## src/rtl/apb_master_if.sv

```systemverilog
// Bundle of the command/response handshake and APB bus signals for apb_master.
// The master modport is the requester view and the slave modport is the
// environment view (command source, response sink and APB completer).
interface apb_master_if #(
   parameter int DW = 32,
   parameter int AW = 32
);
   localparam int CW = 1 + DW + AW;

   logic          cmd_valid;
   logic          cmd_ready;
   logic [CW-1:0] cmd_data;

   logic          rsp_valid;
   logic          rsp_ready;
   logic [DW-1:0] rsp_data;
   logic          rsp_err;
   logic          rsp_timeout;

   logic [AW-1:0] pADDR;
   logic [DW-1:0] pWDATA;
   logic          pWRITE;
   logic          pSEL;
   logic          pENABLE;
   logic [DW-1:0] pRDATA;
   logic          pREADY;
   logic          pSLVERR;

   modport master (
      input  cmd_valid, cmd_data, rsp_ready, pRDATA, pREADY, pSLVERR,
      output cmd_ready, rsp_valid, rsp_data, rsp_err, rsp_timeout,
             pADDR, pWDATA, pWRITE, pSEL, pENABLE
   );

   modport slave (
      output cmd_valid, cmd_data, rsp_ready, pRDATA, pREADY, pSLVERR,
      input  cmd_ready, rsp_valid, rsp_data, rsp_err, rsp_timeout,
             pADDR, pWDATA, pWRITE, pSEL, pENABLE
   );
endinterface

```

## src/rtl/apb_master.sv

```systemverilog
// apb_master: single-outstanding APB requester. Takes one packed command
// {write, wdata, addr}, runs the SETUP/ACCESS phases, and holds the response
// until the consumer takes it. An ACCESS phase that waits too long is aborted
// with an error/timeout response (TIMEOUT = 0 waits forever).
//
//   state  | meaning
//   IDLE   | cmd_ready high, waiting for a command
//   SETUP  | pSEL=1, pENABLE=0, one cycle
//   ACCESS | pSEL=1, pENABLE=1, waiting for pREADY or timeout
//   RESP   | rsp_valid=1, held until rsp_ready
module apb_master #(
   parameter int DW      = 32,
   parameter int AW      = 32,
   parameter int TIMEOUT = 16
) (
   input logic          pCLK,
   input logic          pRESETn,
   apb_master_if.master bus
);
   localparam int CW  = 1 + DW + AW;
   localparam int RW  = DW;
   // Counter must hold the value TIMEOUT itself; keep one bit when disabled.
   localparam int WCW = (TIMEOUT > 0) ? $clog2(TIMEOUT + 1) : 1;
   localparam logic [WCW-1:0] TO_LAST = (TIMEOUT > 0) ? WCW'(TIMEOUT - 1) : '0;

   typedef enum logic [1:0] {
      IDLE   = 2'd0,
      SETUP  = 2'd1,
      ACCESS = 2'd2,
      RESP   = 2'd3
   } state_t;

   state_t         r_state;
   state_t         w_next;
   logic [AW-1:0]  r_addr;
   logic [DW-1:0]  r_wdata;
   logic           r_write;
   logic [WCW-1:0] r_wait_cnt;
   logic [RW-1:0]  r_rsp_data;
   logic           r_rsp_err;
   logic           r_rsp_timeout;
   logic           w_accept;
   logic           w_done;
   logic           w_timeout_hit;

   assign w_accept      = (r_state == IDLE) && bus.cmd_valid;
   assign w_done        = (r_state == ACCESS) && bus.pREADY;
   // The ACCESS cycle that would bring the wait count up to TIMEOUT ends the transfer.
   assign w_timeout_hit = (TIMEOUT > 0) && (r_state == ACCESS) && !bus.pREADY &&
                          (r_wait_cnt == TO_LAST);

   // State register.
   always_ff @(posedge pCLK or negedge pRESETn) begin
      if (!pRESETn) r_state <= IDLE;
      else          r_state <= w_next;
   end

   // Next-state decode.
   always_comb begin
      w_next = r_state;
      unique case (r_state)
         IDLE:    if (bus.cmd_valid) w_next = SETUP;
         SETUP:   w_next = ACCESS;
         ACCESS:  if (w_done || w_timeout_hit) w_next = RESP;
         RESP:    if (bus.rsp_ready) w_next = IDLE;
         default: w_next = IDLE;
      endcase
   end

   // Request fields are captured only on acceptance, so they stay stable through ACCESS.
   always_ff @(posedge pCLK or negedge pRESETn) begin
      if (!pRESETn) begin
         r_addr  <= '0;
         r_wdata <= '0;
         r_write <= 1'b0;
      end else if (w_accept) begin
         r_addr  <= bus.cmd_data[AW-1:0];
         r_wdata <= bus.cmd_data[AW+DW-1:AW];
         r_write <= bus.cmd_data[CW-1];
      end
   end

   // Wait counter: cleared in SETUP, counts not-ready ACCESS cycles, saturates.
   always_ff @(posedge pCLK or negedge pRESETn) begin
      if (!pRESETn) begin
         r_wait_cnt <= '0;
      end else if (r_state == SETUP) begin
         r_wait_cnt <= '0;
      end else if ((r_state == ACCESS) && !bus.pREADY && (r_wait_cnt != '1)) begin
         r_wait_cnt <= r_wait_cnt + WCW'(1);
      end
   end

   // Response capture; pSLVERR/pRDATA are only looked at on the completing cycle.
   always_ff @(posedge pCLK or negedge pRESETn) begin
      if (!pRESETn) begin
         r_rsp_data    <= '0;
         r_rsp_err     <= 1'b0;
         r_rsp_timeout <= 1'b0;
      end else if (w_done) begin
         r_rsp_data    <= r_write ? '0 : bus.pRDATA;
         r_rsp_err     <= bus.pSLVERR;
         r_rsp_timeout <= 1'b0;
      end else if (w_timeout_hit) begin
         r_rsp_data    <= '0;
         r_rsp_err     <= 1'b1;
         r_rsp_timeout <= 1'b1;
      end
   end

   assign bus.cmd_ready   = (r_state == IDLE);
   assign bus.pSEL        = (r_state == SETUP) || (r_state == ACCESS);
   assign bus.pENABLE     = (r_state == ACCESS);
   assign bus.rsp_valid   = (r_state == RESP);
   assign bus.pADDR       = r_addr;
   assign bus.pWDATA      = r_wdata;
   assign bus.pWRITE      = r_write;
   assign bus.rsp_data    = r_rsp_data;
   assign bus.rsp_err     = r_rsp_err;
   assign bus.rsp_timeout = r_rsp_timeout;
endmodule

```

## src/flat_wrapper.sv

```systemverilog
// flat-port wrapper written by rule: the top's interface ports become plain ports
module apb_master_flat 
#(
   parameter int DW      = 32,
   parameter int AW      = 32,
   parameter int TIMEOUT = 16
)
  (pCLK, pRESETn, bus_cmd_valid, bus_cmd_data, bus_rsp_ready, bus_pRDATA, bus_pREADY, bus_pSLVERR, bus_cmd_ready, bus_rsp_valid, bus_rsp_data, bus_rsp_err, bus_rsp_timeout, bus_pADDR, bus_pWDATA, bus_pWRITE, bus_pSEL, bus_pENABLE);
  apb_master_if #(.DW(DW), .AW(AW)) bus_i ();
  input logic pCLK;
  input logic pRESETn;
  input wire logic [$bits(bus_i.cmd_valid)-1:0] bus_cmd_valid;
  input wire logic [$bits(bus_i.cmd_data)-1:0] bus_cmd_data;
  input wire logic [$bits(bus_i.rsp_ready)-1:0] bus_rsp_ready;
  input wire logic [$bits(bus_i.pRDATA)-1:0] bus_pRDATA;
  input wire logic [$bits(bus_i.pREADY)-1:0] bus_pREADY;
  input wire logic [$bits(bus_i.pSLVERR)-1:0] bus_pSLVERR;
  output wire logic [$bits(bus_i.cmd_ready)-1:0] bus_cmd_ready;
  output wire logic [$bits(bus_i.rsp_valid)-1:0] bus_rsp_valid;
  output wire logic [$bits(bus_i.rsp_data)-1:0] bus_rsp_data;
  output wire logic [$bits(bus_i.rsp_err)-1:0] bus_rsp_err;
  output wire logic [$bits(bus_i.rsp_timeout)-1:0] bus_rsp_timeout;
  output wire logic [$bits(bus_i.pADDR)-1:0] bus_pADDR;
  output wire logic [$bits(bus_i.pWDATA)-1:0] bus_pWDATA;
  output wire logic [$bits(bus_i.pWRITE)-1:0] bus_pWRITE;
  output wire logic [$bits(bus_i.pSEL)-1:0] bus_pSEL;
  output wire logic [$bits(bus_i.pENABLE)-1:0] bus_pENABLE;
  assign bus_i.cmd_valid = bus_cmd_valid;
  assign bus_i.cmd_data = bus_cmd_data;
  assign bus_i.rsp_ready = bus_rsp_ready;
  assign bus_i.pRDATA = bus_pRDATA;
  assign bus_i.pREADY = bus_pREADY;
  assign bus_i.pSLVERR = bus_pSLVERR;
  assign bus_cmd_ready = bus_i.cmd_ready;
  assign bus_rsp_valid = bus_i.rsp_valid;
  assign bus_rsp_data = bus_i.rsp_data;
  assign bus_rsp_err = bus_i.rsp_err;
  assign bus_rsp_timeout = bus_i.rsp_timeout;
  assign bus_pADDR = bus_i.pADDR;
  assign bus_pWDATA = bus_i.pWDATA;
  assign bus_pWRITE = bus_i.pWRITE;
  assign bus_pSEL = bus_i.pSEL;
  assign bus_pENABLE = bus_i.pENABLE;
  apb_master #(.DW(DW), .AW(AW), .TIMEOUT(TIMEOUT)) u_core (.pCLK(pCLK), .pRESETn(pRESETn), .bus(bus_i));
endmodule
```

## config.mk

```make
export PLATFORM = sky130hd
export DESIGN_NAME = apb_master_flat
export DESIGN_NICKNAME = d
export VERILOG_FILES = /design/src/rtl/apb_master_if.sv /design/src/rtl/apb_master.sv /design/src/flat_wrapper.sv
export SDC_FILE = /design/constraint.sdc
export NUM_CORES = 1
export LEC_CHECK = 0
export ABC_AREA = 0
export CAP_MARGIN = 40
export CORE_ASPECT_RATIO = 1.75
export CORE_MARGIN = 8
export CORE_UTILIZATION = 44
export CTS_BUF_LIST = sky130_fd_sc_hd__clkbuf_4
export DETAILED_ROUTE_END_ITERATION = 6
export GPL_ROUTABILITY_DRIVEN = 0
export GPL_TIMING_DRIVEN = 0
export PLACE_DENSITY = 0.85
export SYNTH_ARGS = -nofsm -noshare
export SYNTH_HDL_FRONTEND = slang
export SYNTH_SLANG_ARGS = --single-unit
export TNS_END_PERCENT = 100
```

## constraint.sdc

```tcl
create_clock -name pCLK -period 5.7 [get_ports pCLK]
set_input_delay 0.855 -clock pCLK [delete_from_list [all_inputs] [get_ports pCLK]]
set_output_delay 0.855 -clock pCLK [all_outputs]
set_load 0.05 [all_outputs]
```

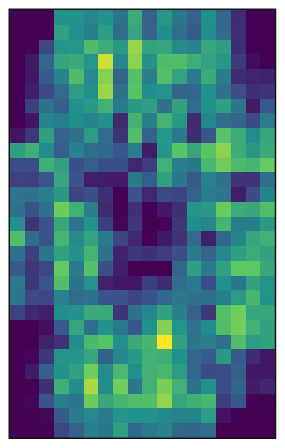
**Above:** run 1 (signal metal coverage by tile).
(3 px per micron) The die is cut into 18 by 29 equal tiles; dark purple is low, yellow is high, scaled to the fullest tile. Values are wire area over tile area, all layers added.
- emptiest ninth of the die: center
- nearly empty tiles: 11%
- tiles over half the peak: 34%
Post-Route WL: 11900 microns
Total Routing Usage GR: 0.191
Wirelength per Cell: 19.8 microns
DR vias: 2977

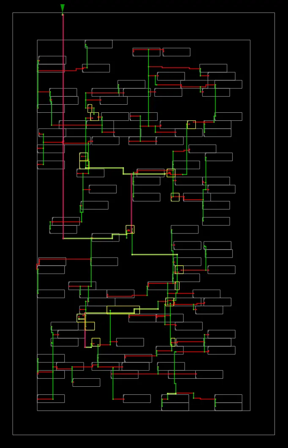
**Above:** run 1 (clock nets).
Max Clock Skew: 27.8 ps
Flop Count: 106
clk_buf instances: 9
clk latency late pin: 450 ps
clock-net power: 0.374 mW

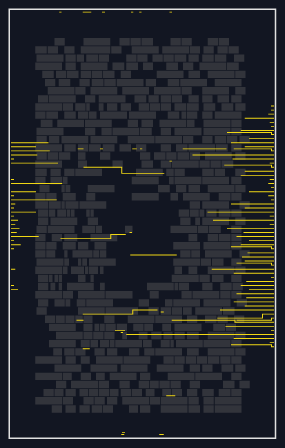
**Above:** run 1 (M3 wires).
(3 px per micron) Cells faint in the background.
- nets with wire on the layer: 98
- share of all routed wire: 7.6%
GRT met3 Usage: 0.0619

==> flow_metrics.env, run 1 <==
# implementation run metrics
export IMPL_status="completed"
export IMPL_syn_to_final_growth_pct=58.7
export IMPL_io_pins=206
export IMPL_regToRegSetupSlack_ps=3720
export IMPL_postRouteAntennaNets=0
export IMPL_synth_chip_area_sq_um=4020
export IMPL_clock_sinks=106
export IMPL_die_area_sq_um=12600
export IMPL_cp_top_family="buffers and inverters"
export IMPL_slew_violations=0
export IMPL_whs_ps=399
export IMPL_wl_met2_microns=6550
export IMPL_p_per_area_nw_per_um2=697
export IMPL_grt_pass1_vias=3244
export IMPL_total_power_mw=4.45
export IMPL_rows=46
export IMPL_ys_sh_aoi=0.0812
export IMPL_start_kind="flip-flop"
export IMPL_reg2reg_depth=6
export IMPL_cts_setup_buffers=0
export IMPL_dpl_cell_area_sq_um=6250
export IMPL_p_switching_mw=2.18
export IMPL_yosys_cell_types_count=21
export IMPL_comb_area_frac=0.202
export IMPL_finalNonFillerCells=599
export IMPL_worstPathMaxFanout=9
export IMPL_endpoint_kind="output port"
export IMPL_pg_comb_mw=2.78
export IMPL_power_frac_clock=0.084
export IMPL_fill_cells=657
export IMPL_crit_start="u_core.r_state[0]"
export IMPL_gr_usage_met2=0.342
export IMPL_slowest_stage="clkdlybuf4s50_1"
export IMPL_final_nets=583
export IMPL_r2r_start="u_core.r_wait_cnt[0]"
export IMPL_layout_non_clock_buffers=219
export IMPL_synthTopLogicFamily="multiplexers"
export IMPL_critical_path_cell_chain="inv_1, ha_1, clkdlybuf4s50_1"
export IMPL_via_per_inst=4.97
export IMPL_p_seq_mw=1.30
export IMPL_finalWorstSetupSlack_ps=2680
export IMPL_grt_pass1_wl_microns=17900
export IMPL_syn_avg_cell_area_sq_um=15.7
export IMPL_yosysWarnings=0
export IMPL_place_ws_ps=3150
export IMPL_dieWidth_microns=88.3
export IMPL_r2r_end="u_core.bus.rsp_data[27]"
export IMPL_path_buffers=2
export IMPL_fp_util=0.448
export IMPL_dp_final_hpwl_microns=9650
export IMPL_synth_seq_share=0.659
export IMPL_topCellsByArea="dfrtp_1 66%, mux2_2 18%, a22o_1 7.0%, ha_1 2.2%, buf_2 1.6%"
export IMPL_gr_usage_met1=0.186
export IMPL_num_multi_input_gates=132
export IMPL_wl_met1_microns=3960
export IMPL_drive_above_1_share=0.199
export IMPL_ys_sh_xor=0.00435
export IMPL_critPathKind="flip-flop to output port"
export IMPL_cap_violations=0
export IMPL_drtIter0Drc=84
export IMPL_fp_coreArea_sq_um=8980
export IMPL_setup_violations_final=0
export IMPL_sh_seq_area=0.415
export IMPL_cts_hold_buf=0
export IMPL_async_reset_ff_frac=1.00
export IMPL_warnings=30
export IMPL_grt_busiest_layer="met2"
export IMPL_ys_flop_type="dfrtp_1"
export IMPL_leakagePower_nw=2.75
export IMPL_grt_max_degree=62
export IMPL_finalCritPeriodShare=0.530
export IMPL_clockBufferDepth=2
export IMPL_lay_top_cells="204 x clkdlybuf4s50_1, 106 x dfrtp_1, 66 x mux2_2, 32 x a22o_1, 13 x buf_2"
export IMPL_dominant_cells="sequential cells"
export IMPL_most_common_cell="dfrtp_1"
export IMPL_wl_met3_microns=906
export IMPL_clk_pin_slew_ps=150
export IMPL_num_antenna_cells=1
export IMPL_dp_cells=582
export IMPL_relSlewSlack=0.597
export IMPL_worstPathRequired_ps=4850
export IMPL_logic_area_sq_um=1290
export IMPL_antenna_found_initial=1
export IMPL_max_vdd_ir_drop_uv=379
export IMPL_final_cell_area_sq_um=6390
export IMPL_p_int_mw=2.27
export IMPL_synth_nets=366
export IMPL_cts_root_buf="clkbuf_4"
export IMPL_clock_cell_area_share=0.0210
export IMPL_buffer_area_frac=0.335
export IMPL_synth_flops=106
export IMPL_numCtsBuffers=9
export IMPL_netlist_area_sq_um=4020
export IMPL_ys_sh_adder=0.0218
export IMPL_seqPwrFrac=0.292
export IMPL_yosys_cells=256
export IMPL_synthSimpleGateAreaFrac=0.0227
export IMPL_final_util=0.711
export IMPL_final_setup_tns_ps=0
export IMPL_inv_count=5
export IMPL_synth_cells=256
export IMPL_clock_fmax_mhz=331
export IMPL_nWellTaps=120
**Run 1: drive-strength map**

(2 px per micron)
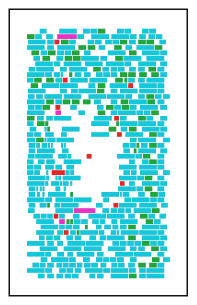

==> inputs of run 2 (changes only) <==
Settings changed: CORE_UTILIZATION 44 to 37, PLACE_DENSITY 0.85 to 0.75.
Clock period 5.7 ns to 2.4 ns, I/O delays scaled along.
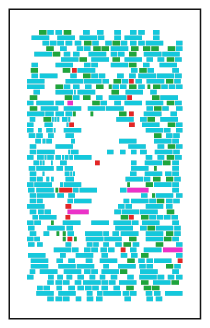
**Above:** run 2 (drive-strength map).
(2 px per micron)
- green: _2 cells (cells 79; share 16%; most used mux2_2)
- red: _3 and _4 cells (cells 14; share 2.9%; most used clkbuf_4)
- magenta: _6 and larger (cells 4; share 0.84%; most used bufinv_16)
- cyan: _0 and _1 cells (cells 382; share 80%; most used clkdlybuf4s50_1)
Non-clk bufs: 220
Design Area, Final: 6430 sq um

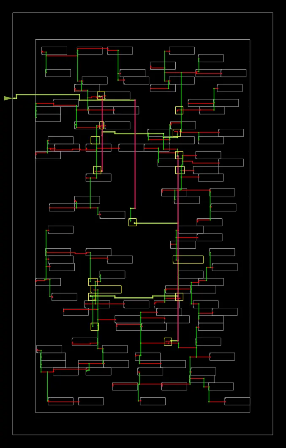
**Above:** run 2 (clock nets).
clk_buf instances: 10
Max Clock Skew: 29.3 ps
CTS sink count: 106

==> flow_metrics.env, run 2 <==
# implementation run metrics
export IMPL_status="completed"
export IMPL_grt_pass1_vias=3292
export IMPL_num_antenna_cells=0
export IMPL_power_frac_clock=0.097
export IMPL_grt_use_met3=0.0473
export IMPL_finalWorstSetupSlack_ps=132
export IMPL_dieWidth_microns=94.8
export IMPL_r2r_start="u_core.r_wait_cnt[0]"
export IMPL_setup_violations_final=0
export IMPL_rows=50
export IMPL_pg_clk_mw=1.03
export IMPL_cp_top_family="buffers and inverters"
export IMPL_fp_coreArea_sq_um=10600
export IMPL_leakagePower_nw=2.78
export IMPL_critPathKind="flip-flop to output port"
export IMPL_syn_avg_cell_area_sq_um=15.7
export IMPL_clockBufferDepth=2
export IMPL_ys_sh_adder=0.0218
export IMPL_ys_flop_type="dfrtp_1"
export IMPL_wl_met1_microns=4060
export IMPL_topCellsByArea="dfrtp_1 66%, mux2_2 18%, a22o_1 7.0%, ha_1 2.2%, buf_2 1.6%"
export IMPL_slew_violations=0
export IMPL_nWellTaps=130
export IMPL_ys_sh_aoi=0.0812
export IMPL_worstSkewPairLatency_ps=470
export IMPL_grt_max_degree=60
export IMPL_num_multi_input_gates=132
export IMPL_max_vdd_ir_drop_uv=909
export IMPL_relSlewSlack=0.485
export IMPL_final_util=0.605
export IMPL_cts_hold_buf=1
export IMPL_inv_count=5
export IMPL_gr_usage_met1=0.169
export IMPL_yosys_cell_types_count=21
export IMPL_synthTopLogicFamily="multiplexers"
export IMPL_p_seq_mw=3.07
export IMPL_path_buffers=2
export IMPL_clock_fmax_mhz=441
export IMPL_finalNonFillerCells=609
export IMPL_dp_final_hpwl_microns=9050
export IMPL_dpl_cell_area_sq_um=6260
export IMPL_place_ws_ps=337
export IMPL_logic_area_sq_um=1290
export IMPL_regToRegSetupSlack_ps=380
export IMPL_drtIter0Drc=102
export IMPL_buffer_area_frac=0.334
export IMPL_endpoint_kind="output port"
export IMPL_cap_violations=0
export IMPL_postRouteAntennaNets=0
export IMPL_synth_chip_area_sq_um=4020
export IMPL_syn_to_final_growth_pct=59.9
export IMPL_fp_util=0.378
export IMPL_p_int_mw=5.48
export IMPL_worstPathRequired_ps=2040
export IMPL_finalCritPeriodShare=0.945
export IMPL_die_area_sq_um=14600
export IMPL_grt_pass1_wl_microns=17800
export IMPL_netlist_area_sq_um=4020
export IMPL_synth_nets=366
export IMPL_io_pins=206
export IMPL_p_switching_mw=5.17
export IMPL_lay_top_cells="201 x clkdlybuf4s50_1, 106 x dfrtp_1, 66 x mux2_2, 32 x a22o_1, 13 x buf_2"
export IMPL_whs_ps=470
export IMPL_synthSimpleGateAreaFrac=0.0227
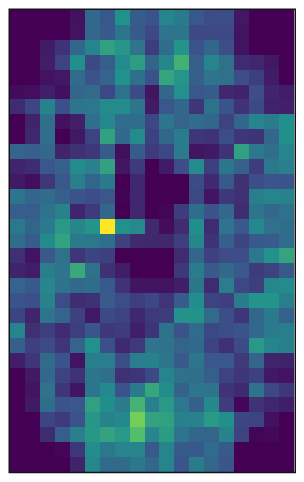
**Above:** run 2 (signal metal coverage by tile).
(3 px per micron) The die is cut into 19 by 31 equal tiles; dark purple is low, yellow is high, scaled to the fullest tile. Values are wire area over tile area, all layers added.
- fullest tile: 0.51
- densest ninth of the die: south
- nearly empty tiles: 13%
- mean over tiles: 0.13
- tiles over half the peak: 6.5%
Total Routing Usage GR: 0.159
DR vias: 2974
Wirelength per Cell: 18.8 microns
Post-Route WL: 11400 microns

**Run 2: placed cells, one color a class**

(4 px per micron)
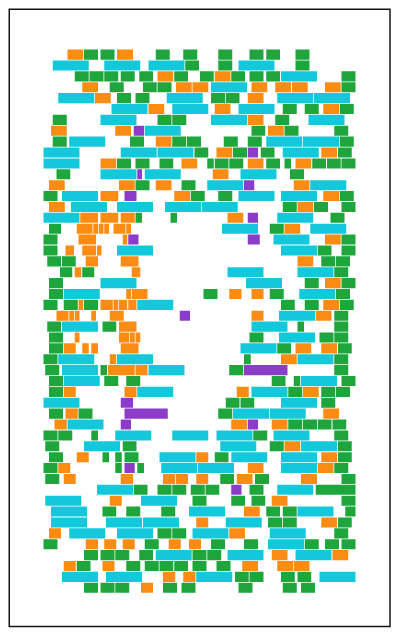

==> inputs of run 3 (changes only) <==
Settings changed: CORE_UTILIZATION 37 to 41, PLACE_DENSITY 0.75 to 0.79, SLEW_MARGIN set to 10.
Clock period 2.4 ns to 2.1 ns, I/O delays scaled along.
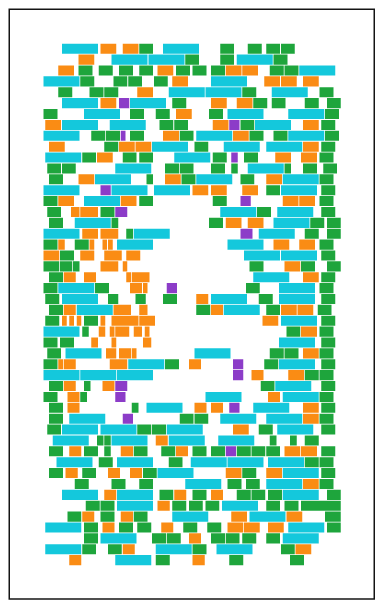
**Above:** run 3 (placed cells, one color a class).
(4 px per micron)
- cyan: flops (cells 106; share of their area 43%)
- orange: combinational and other logic (cells 137; share of their area 21%)
- green: other buffers and delay cells (cells 222; share of their area 35%)
- purple: clock drivers and dummy loads (cells 16; share of their area 1.9%)
Core ar.: 9730 sq um
FP Rows: 48
Design Area, Final: 6400 sq um

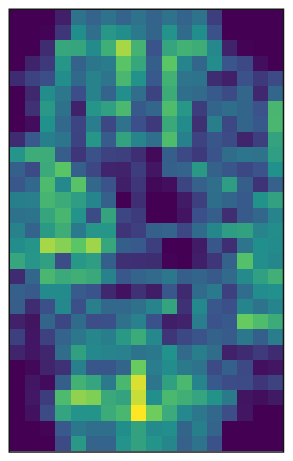
**Above:** run 3 (signal metal coverage by tile).
(3 px per micron) The die is cut into 18 by 29 equal tiles; dark purple is low, yellow is high, scaled to the fullest tile. Values are wire area over tile area, all layers added.
- tiles over half the peak: 22%
- emptiest ninth of the die: center
- mean over tiles: 0.14
Wirelength per Cell: 18.9 microns
DR vias: 2963
Total Routing Usage GR: 0.172
Post-Route WL: 11400 microns

==> flow_metrics.env, run 3 <==
# implementation run metrics
export IMPL_clock_sinks=106
export IMPL_synthSimpleGateAreaFrac=0.0227
export IMPL_syn_avg_cell_area_sq_um=15.7
export IMPL_ys_flop_type="dfrtp_1"
export IMPL_grt_use_met3=0.0603
export IMPL_start_kind="flip-flop"
export IMPL_grt_pass1_vias=3314
export IMPL_num_multi_input_gates=132
export IMPL_synth_chip_area_sq_um=4020
export IMPL_dpl_cell_area_sq_um=6260
export IMPL_endpoint_kind="flip-flop"
export IMPL_clk_pin_slew_ps=170
export IMPL_syn_to_final_growth_pct=59.0
export IMPL_critPathKind="flip-flop to flip-flop"
export IMPL_final_util=0.658
export IMPL_relSlewSlack=0.631
export IMPL_r2r_start="u_core.r_wait_cnt[0]"
export IMPL_comb_area_frac=0.202
export IMPL_comb_power_share=0.630
export IMPL_grt_max_degree=90
export IMPL_inv_count=5
export IMPL_num_antenna_cells=0
export IMPL_dieWidth_microns=90.9
export IMPL_p_switching_mw=5.89
export IMPL_nWellTaps=125
export IMPL_gr_usage_met1=0.168
export IMPL_cap_violations=0
export IMPL_finalNonFillerCells=606
export IMPL_layout_non_clock_buffers=222
export IMPL_clockBufferDepth=2
export IMPL_grt_pass1_wl_microns=18000
export IMPL_io_pins=206
export IMPL_whs_ps=240
export IMPL_cp_top_family="adder cells"
export IMPL_logic_area_sq_um=1290
export IMPL_p_seq_mw=3.51
export IMPL_cts_hold_buf=1
export IMPL_slew_violations=0
export IMPL_finalCritPeriodShare=0.942
export IMPL_status="completed"
export IMPL_die_area_sq_um=13400
export IMPL_dp_final_hpwl_microns=9140
export IMPL_postRouteAntennaNets=0
export IMPL_place_ws_ps=101
export IMPL_dp_cells=587
export IMPL_lay_top_cells="200 x clkdlybuf4s50_1, 106 x dfrtp_1, 66 x mux2_2, 32 x a22o_1, 14 x buf_2"
export IMPL_power_frac_clock=0.076
export IMPL_path_buffers=0
export IMPL_drtIter0Drc=33
export IMPL_netlist_area_sq_um=4020
export IMPL_clock_fmax_mhz=506
export IMPL_wl_met1_microns=3920
export IMPL_ys_sh_adder=0.0218
export IMPL_worstPathMaxFanout=3
export IMPL_regToRegSetupSlack_ps=120
export IMPL_topCellsByArea="dfrtp_1 66%, mux2_2 18%, a22o_1 7.0%, ha_1 2.2%, buf_2 1.6%"
export IMPL_buffer_area_frac=0.338
export IMPL_p_per_area_nw_per_um2=1870
export IMPL_finalWorstSetupSlack_ps=122
export IMPL_clkbuf_count=10
export IMPL_worstPathRequired_ps=2430
export IMPL_yosys_cell_types_count=21
export IMPL_max_vdd_ir_drop_uv=1110
export IMPL_setup_violations_final=0
export IMPL_synth_nets=366
export IMPL_ys_sh_aoi=0.0812
export IMPL_fp_util=0.414
export IMPL_worstSkewPairLatency_ps=450
export IMPL_critPathMaxStageDelay_ps=420
export IMPL_p_int_mw=6.04
export IMPL_leakagePower_nw=2.77
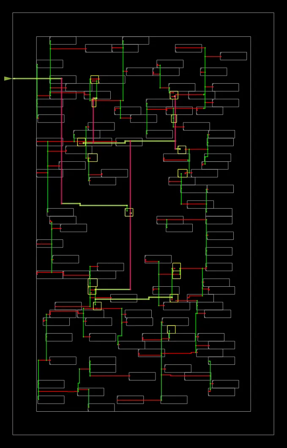
**Above:** run 3 (clock nets).
Num CTS Buffers: 9
clock-net power: 0.910 mW
Max Clock Skew: 22.8 ps

No activity file was given, so power comes from the tool's default toggle rates.
